[src/rtl/fpu_issue.sv]
// fpu_issue: issues one FP operation at a time to an external FPU and writes
// the result back to the register file.
//   clk, rstn                       : clock, asynchronous active-low reset
//   req_valid/req_ctl/req_x1/x2/rd  : op presented by the pipeline
//   flush                           : squash the op currently being handled
//   stall                           : hold the upstream pipeline
//   fpu_en/fpu_ctl/fpu_x1/fpu_x2    : FPU start strobe, op code and operands
//   fpu_ready/fpu_y                 : FPU completion and result
//   wb_valid/wb_rd/wb_data          : one-cycle writeback
//   err                             : sticky watchdog flag
// Optional feature: define FPU_ISSUE_TIMEOUT_EN to enable a WAIT watchdog of
// TIMEOUT cycles; without it WAIT lasts until fpu_ready and err is tied 0.
module fpu_issue #(
    parameter int unsigned TIMEOUT = 64
) (
    input  logic        clk,
    input  logic        rstn,
    input  logic        req_valid,
    input  logic [3:0]  req_ctl,
    input  logic [31:0] req_x1,
    input  logic [31:0] req_x2,
    input  logic [4:0]  req_rd,
    input  logic        flush,
    output logic        stall,
    output logic        fpu_en,
    output logic [3:0]  fpu_ctl,
    output logic [31:0] fpu_x1,
    output logic [31:0] fpu_x2,
    input  logic        fpu_ready,
    input  logic [31:0] fpu_y,
    output logic        wb_valid,
    output logic [4:0]  wb_rd,
    output logic [31:0] wb_data,
    output logic        err
);

    localparam int unsigned CTL_W  = 4;
    localparam int unsigned DATA_W = 32;
    localparam int unsigned RD_W   = 5;

    typedef enum logic [1:0] {
        S_IDLE  = 2'd0,
        S_ISSUE = 2'd1,
        S_WAIT  = 2'd2,
        S_DONE  = 2'd3
    } state_e;

    state_e              state_q, state_d;
    logic [CTL_W-1:0]    ctl_q, ctl_d;
    logic [DATA_W-1:0]   x1_q, x1_d;
    logic [DATA_W-1:0]   x2_q, x2_d;
    logic [RD_W-1:0]     rd_q, rd_d;
    logic                fpu_en_q, fpu_en_d;
    logic                wb_valid_q, wb_valid_d;
    logic [RD_W-1:0]     wb_rd_q, wb_rd_d;
    logic [DATA_W-1:0]   wb_data_q, wb_data_d;
    logic                drop_q, drop_d;
    logic                drop_c;

`ifdef FPU_ISSUE_TIMEOUT_EN
    localparam int unsigned CNT_W = $clog2(TIMEOUT + 1);
    localparam logic [DATA_W-1:0] QNAN = 32'h7FC0_0000;
    logic [CNT_W-1:0]    cnt_q, cnt_d;
    logic                err_q, err_d;
`endif

    // Next-state and register updates
    always_comb begin
        state_d    = state_q;
        ctl_d      = ctl_q;
        x1_d       = x1_q;
        x2_d       = x2_q;
        rd_d       = rd_q;
        fpu_en_d   = 1'b0;
        wb_valid_d = 1'b0;
        wb_rd_d    = wb_rd_q;
        wb_data_d  = wb_data_q;
        drop_d     = drop_q;
        // A flush in the completing cycle drops the result as well
        drop_c     = drop_q | flush;
`ifdef FPU_ISSUE_TIMEOUT_EN
        cnt_d      = cnt_q;
        err_d      = err_q;
`endif
        case (state_q)
            S_IDLE: begin
                drop_d = 1'b0;
                if (req_valid && !flush) begin
                    ctl_d    = req_ctl;
                    x1_d     = req_x1;
                    x2_d     = req_x2;
                    rd_d     = req_rd;
                    fpu_en_d = 1'b1;
                    state_d  = S_ISSUE;
                end
            end
            S_ISSUE: begin
                // fpu_ready here belongs to an older op and is ignored
                if (flush) drop_d = 1'b1;
`ifdef FPU_ISSUE_TIMEOUT_EN
                cnt_d = '0;
`endif
                state_d = S_WAIT;
            end
            S_WAIT: begin
                if (flush) drop_d = 1'b1;
                if (fpu_ready) begin
                    state_d = S_DONE;
                    if (!drop_c) begin
                        wb_valid_d = 1'b1;
                        wb_rd_d    = rd_q;
                        wb_data_d  = fpu_y;
                    end
                end
`ifdef FPU_ISSUE_TIMEOUT_EN
                else if (cnt_q == CNT_W'(TIMEOUT - 1)) begin
                    state_d = S_DONE;
                    err_d   = 1'b1;
                    if (!drop_c) begin
                        wb_valid_d = 1'b1;
                        wb_rd_d    = rd_q;
                        wb_data_d  = QNAN;
                    end
                end else begin
                    cnt_d = cnt_q + CNT_W'(1);
                end
`endif
            end
            S_DONE: begin
                drop_d  = 1'b0;
                state_d = S_IDLE;
            end
            default: state_d = S_IDLE;
        endcase
    end

    // State and output registers
    always_ff @(posedge clk or negedge rstn) begin
        if (!rstn) begin
            state_q    <= S_IDLE;
            ctl_q      <= '0;
            x1_q       <= '0;
            x2_q       <= '0;
            rd_q       <= '0;
            fpu_en_q   <= 1'b0;
            wb_valid_q <= 1'b0;
            wb_rd_q    <= '0;
            wb_data_q  <= '0;
            drop_q     <= 1'b0;
`ifdef FPU_ISSUE_TIMEOUT_EN
            cnt_q      <= '0;
            err_q      <= 1'b0;
`endif
        end else begin
            state_q    <= state_d;
            ctl_q      <= ctl_d;
            x1_q       <= x1_d;
            x2_q       <= x2_d;
            rd_q       <= rd_d;
            fpu_en_q   <= fpu_en_d;
            wb_valid_q <= wb_valid_d;
            wb_rd_q    <= wb_rd_d;
            wb_data_q  <= wb_data_d;
            drop_q     <= drop_d;
`ifdef FPU_ISSUE_TIMEOUT_EN
            cnt_q      <= cnt_d;
            err_q      <= err_d;
`endif
        end
    end

    // stall is combinational so an IDLE request is held in the same cycle
    assign stall    = (state_q == S_ISSUE) || (state_q == S_WAIT) ||
                      ((state_q == S_IDLE) && req_valid);
    assign fpu_en   = fpu_en_q;
    assign fpu_ctl  = ctl_q;
    assign fpu_x1   = x1_q;
    assign fpu_x2   = x2_q;
    assign wb_valid = wb_valid_q;
    assign wb_rd    = wb_rd_q;
    assign wb_data  = wb_data_q;

`ifdef FPU_ISSUE_TIMEOUT_EN
    assign err = err_q;
`else
    // No watchdog: TIMEOUT has no effect and err never sets
    assign err = 1'b0 & (TIMEOUT != 0);
`endif

endmodule

[config.mk]
export PLATFORM = sky130hd
export DESIGN_NAME = fpu_issue
export DESIGN_NICKNAME = d
export VERILOG_FILES = /design/src/rtl/fpu_issue.sv
export SDC_FILE = /design/constraint.sdc
export NUM_CORES = 1
export LEC_CHECK = 0
export CAP_MARGIN = 20
export CORE_AREA = 2 2 106 108
export CTS_CLUSTER_SIZE = 28
export DETAILED_ROUTE_END_ITERATION = 7
export DIE_AREA = 0 0 108 110
export PLACE_DENSITY_LB_ADDON = 0.05
export SLEW_MARGIN = 30
export SYNTH_ARGS = -nofsm -noshare
export SYNTH_HDL_FRONTEND = slang
export SYNTH_SLANG_ARGS = --single-unit
export TNS_END_PERCENT = 30
[constraint.sdc]
create_clock -name clk -period 5.2 [get_ports clk]
set_clock_uncertainty 0.1 [all_clocks]
set_input_delay 0.78 -clock clk [delete_from_list [all_inputs] [get_ports clk]]
set_output_delay 0.78 -clock clk [all_outputs]
set_load 0.01 [all_outputs]
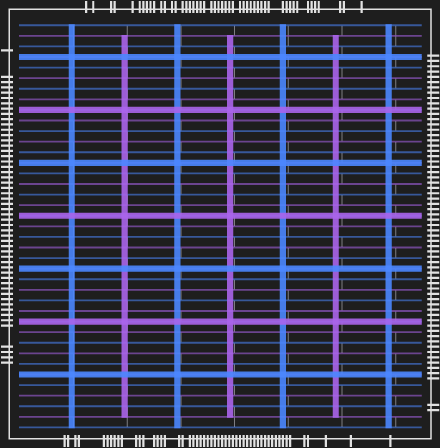
(images/pdn.png)
Pins as bars on the die edge. Tap cells in gray.
- VDD: purple
- VSS: blue
- met4 straps: 7
- rows: 38
- signal pins: 219
- met5 straps: 7
core outline area: 10700 sq um
VDD IR max: 0.411 mV
die extent in y: 110 microns
DIE WIDTH: 108 microns

==> reports/metrics.yaml <==
routing:
  first_iter_violations: 114
  vias_per_cell: 4.69
  drc_errors: 0
  wl_microns: 10700
  drt_pre_antenna_iters: 7
  antenna_left: 0
  vias: 2971
  wl_per_cell_microns: 16.8
grt:
  grt_pass1_wl_microns: 16300
  grt_use_total_pct: 18.2
  antenna_found_initial: 0
  grt_max_degree: 75
  grt_pass1_vias: 3175
  overflow: 0
synthesis:
  ys_ff: 115
  top_area_cell: "dfrtp_1"
  ys_chip_area_sq_um: 4580
  synth_area_per_cell_sq_um: 18.0
  synthCells: 254
  synth_top_area_share_pct: 62.9
  synthDistinctLibCells: 19
  synthesis.area_sq_um: 4580
  top_cells_by_area: "dfrtp_1 (63%), mux2_4 (19%), mux2_2 (11%)"
  synth.net_count: 366
  synth_seq_share_pct: 62.9
  yosysCellCount: 254
  yosysWarnings: 0
setup_path:
  regToRegEndpoint: "wb_data[14]"
  cp-end-kind: "output port"
  crit_start: "req_valid"
  r2r_start: "state_q[0]"
  path_max_fanout: 3
  crit_arrival_ns: 2.00
  crit_end: "stall"
  crit_type: "in2out"
  required_ns: 4.32
  critPathLaunchType: "input port"
  r2r_setup_slack_ns: 2.75
  reg2regPathDepth: 6
finish:
  drive_gt1_share_pct: 28.3
  mi_logic_area_sq_um: 1570
  syn_to_final_growth_pct: 62.4
  num-fill-cells: 753
  nets: 593
  fin_area_sq_um: 7440
  n_antenna_cell: 0
  regArea_sq_um: 2880
  finish.utilization_pct: 69.5
run:
  warnings: 27
  cap_violations: 0
power:
  powerDensity_nw_per_um2: 628
  power_leakage_nw: 3.36
clock_tree:
  clock-sinks: 115
  htree_levels: 4
  cts_tree: "done"
  cts_resized: 0
  postCtsHoldBufs: 0
  cts_root_buf: "clkbuf_8"
  cts_buffer_depth: 2
  post_cts_buffers: 0
  path_clk_slew_ns: 0.06
final_timing:
  setup_viol: 0
  worst_pin_slew_ns: 0.852
  fin_crit_sh_pct: 55.3
  hold_viol_final: 0
  max_slew_margin_pct: 43.0
  rsz0062_at_grt: "no"
  final.setup.tns_ns: 0
  fin_crit_ns: 2.88
  finalMaxSlewViolations: 0
  timing.fmax_ghz: 0.348
place:
  port_buffers: 217
  post_dp_cell_area_sq_um: 6830
  hpwl_microns: 7550
  place_congestion: 0.717
status:
  status: "complete, no violations"
die:
  num_rows: 38
  die-area_sq_um: 11900
  ios: 219
  fp_util_pct: 42.8
worst_hold_path:
  hold_path_class: "in2async"
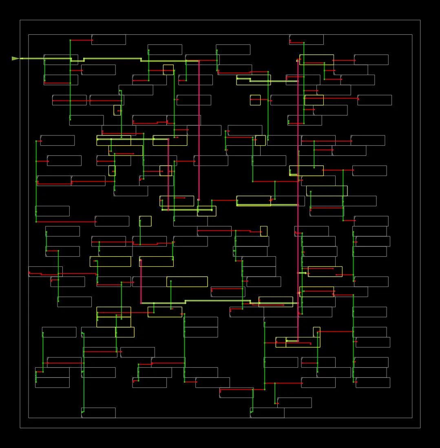
(images/final_clocks.png)
Late-Pin Clk Latency: 0.50 ns
clk pwr: 0.00115 W
clock buffer count from CTS: 17

## report_power, final
| group | switching [W] | internal [W] |
|---|---|---|
| combinational | 0.000648 | 0.00130 |
| clock | 0.000394 | 0.000752 |
| sequential | 0.000234 | 0.00134 |
| total | 0.00128 | 0.00340 |
## cell usage after synthesis, drive strengths merged
| cell | count |
|---|---|
| a21oi | 1 |
| dfrtp | 115 |
| nand3b | 1 |
| inv | 3 |
| o22a | 1 |
| o21a | 1 |
| nand2b | 1 |
| buf | 13 |
| nor2b | 1 |
| mux2 | 111 |
| nand2 | 1 |
| a21o | 1 |
| nor3 | 1 |
| conb | 1 |
| ha | 2 |
## how the worst min path moves through the flow
stage / to / slack [ns]
after floorplan: wb_rd[0] / 0.36
after global placement: wb_data[28] / 0.37
after detailed placement: wb_data[26] / 0.38
after CTS: wb_data[30] / 0.34
after global routing: wb_data[30] / 0.23
final: wb_rd[3] / 0.19
## worst max-delay path, stage by stage
cell,delay (ns)
clkdlybuf4s50_1,0.54
a21o_1,0.15
clkdlybuf4s50_1,0.53
## per-layer routing
metal  global-route usage [%]  part of all wire (%)  up-vias
li1                         -                     -     1339
met1                     22.3                    40     1478
met2                     29.6                    49      140
met3                     7.00                   9.2       14
met4                     6.32                   1.3        0
met5                        0                     0        -
## per-stage QoR
stage	hold WS (ns)	power (W)	std cells	setup WS [ns]
floorplan	0.364	0.00247	254	3.35
global placement	0.366	0.00351	602	2.17
detailed placement	0.378	0.00355	602	2.11
CTS	0.337	0.00473	634	2.34
global route	0.230	0.00492	634	2.30
finish	0.191	0.00467	634	2.32
## state kept, by name (all words and copies together), names as in the netlist
register  count
fpu_x1       32
fpu_x2       32
wb_data      32
rd_q          5
wb_rd         5
fpu_ctl       4
state_q       2
drop_q        1
fpu_en        1
wb_valid      1
## layout by cell type, fill, tap and decap left out, drive strengths merged, types with 2 or more instances in the layout
cell type and instances:
clkdlybuf4s50 216, dfrtp 115, mux2 111, clkbuf 19, clkinv 5, buf 5, clkinvlp 4, inv 4
bufinv 3, ha 2
## cell families after synthesis
logic type	Yosys count	synth area share, %
flip-flops	115	62.9
adder cells (fa/ha/maj)	2	0.547
buffers and inverters	16	3.01
AND/OR/NAND/NOR	5	0.738
other	1	0.0819
multiplexers	111	32.1
AND-OR/OR-AND	4	0.629
## layout make-up
class | instances | area share [%]
flip-flops and latches | 115 | 38.7
repair buffers | 221 | 29.6
multi-input cells | 123 | 21.1
clock buffers | 19 | 5.94
well taps | 140 | 2.36
clock inverters | 13 | 2.12
inverters | 3 | 0.151
Power and IR drop assume default switching activity.
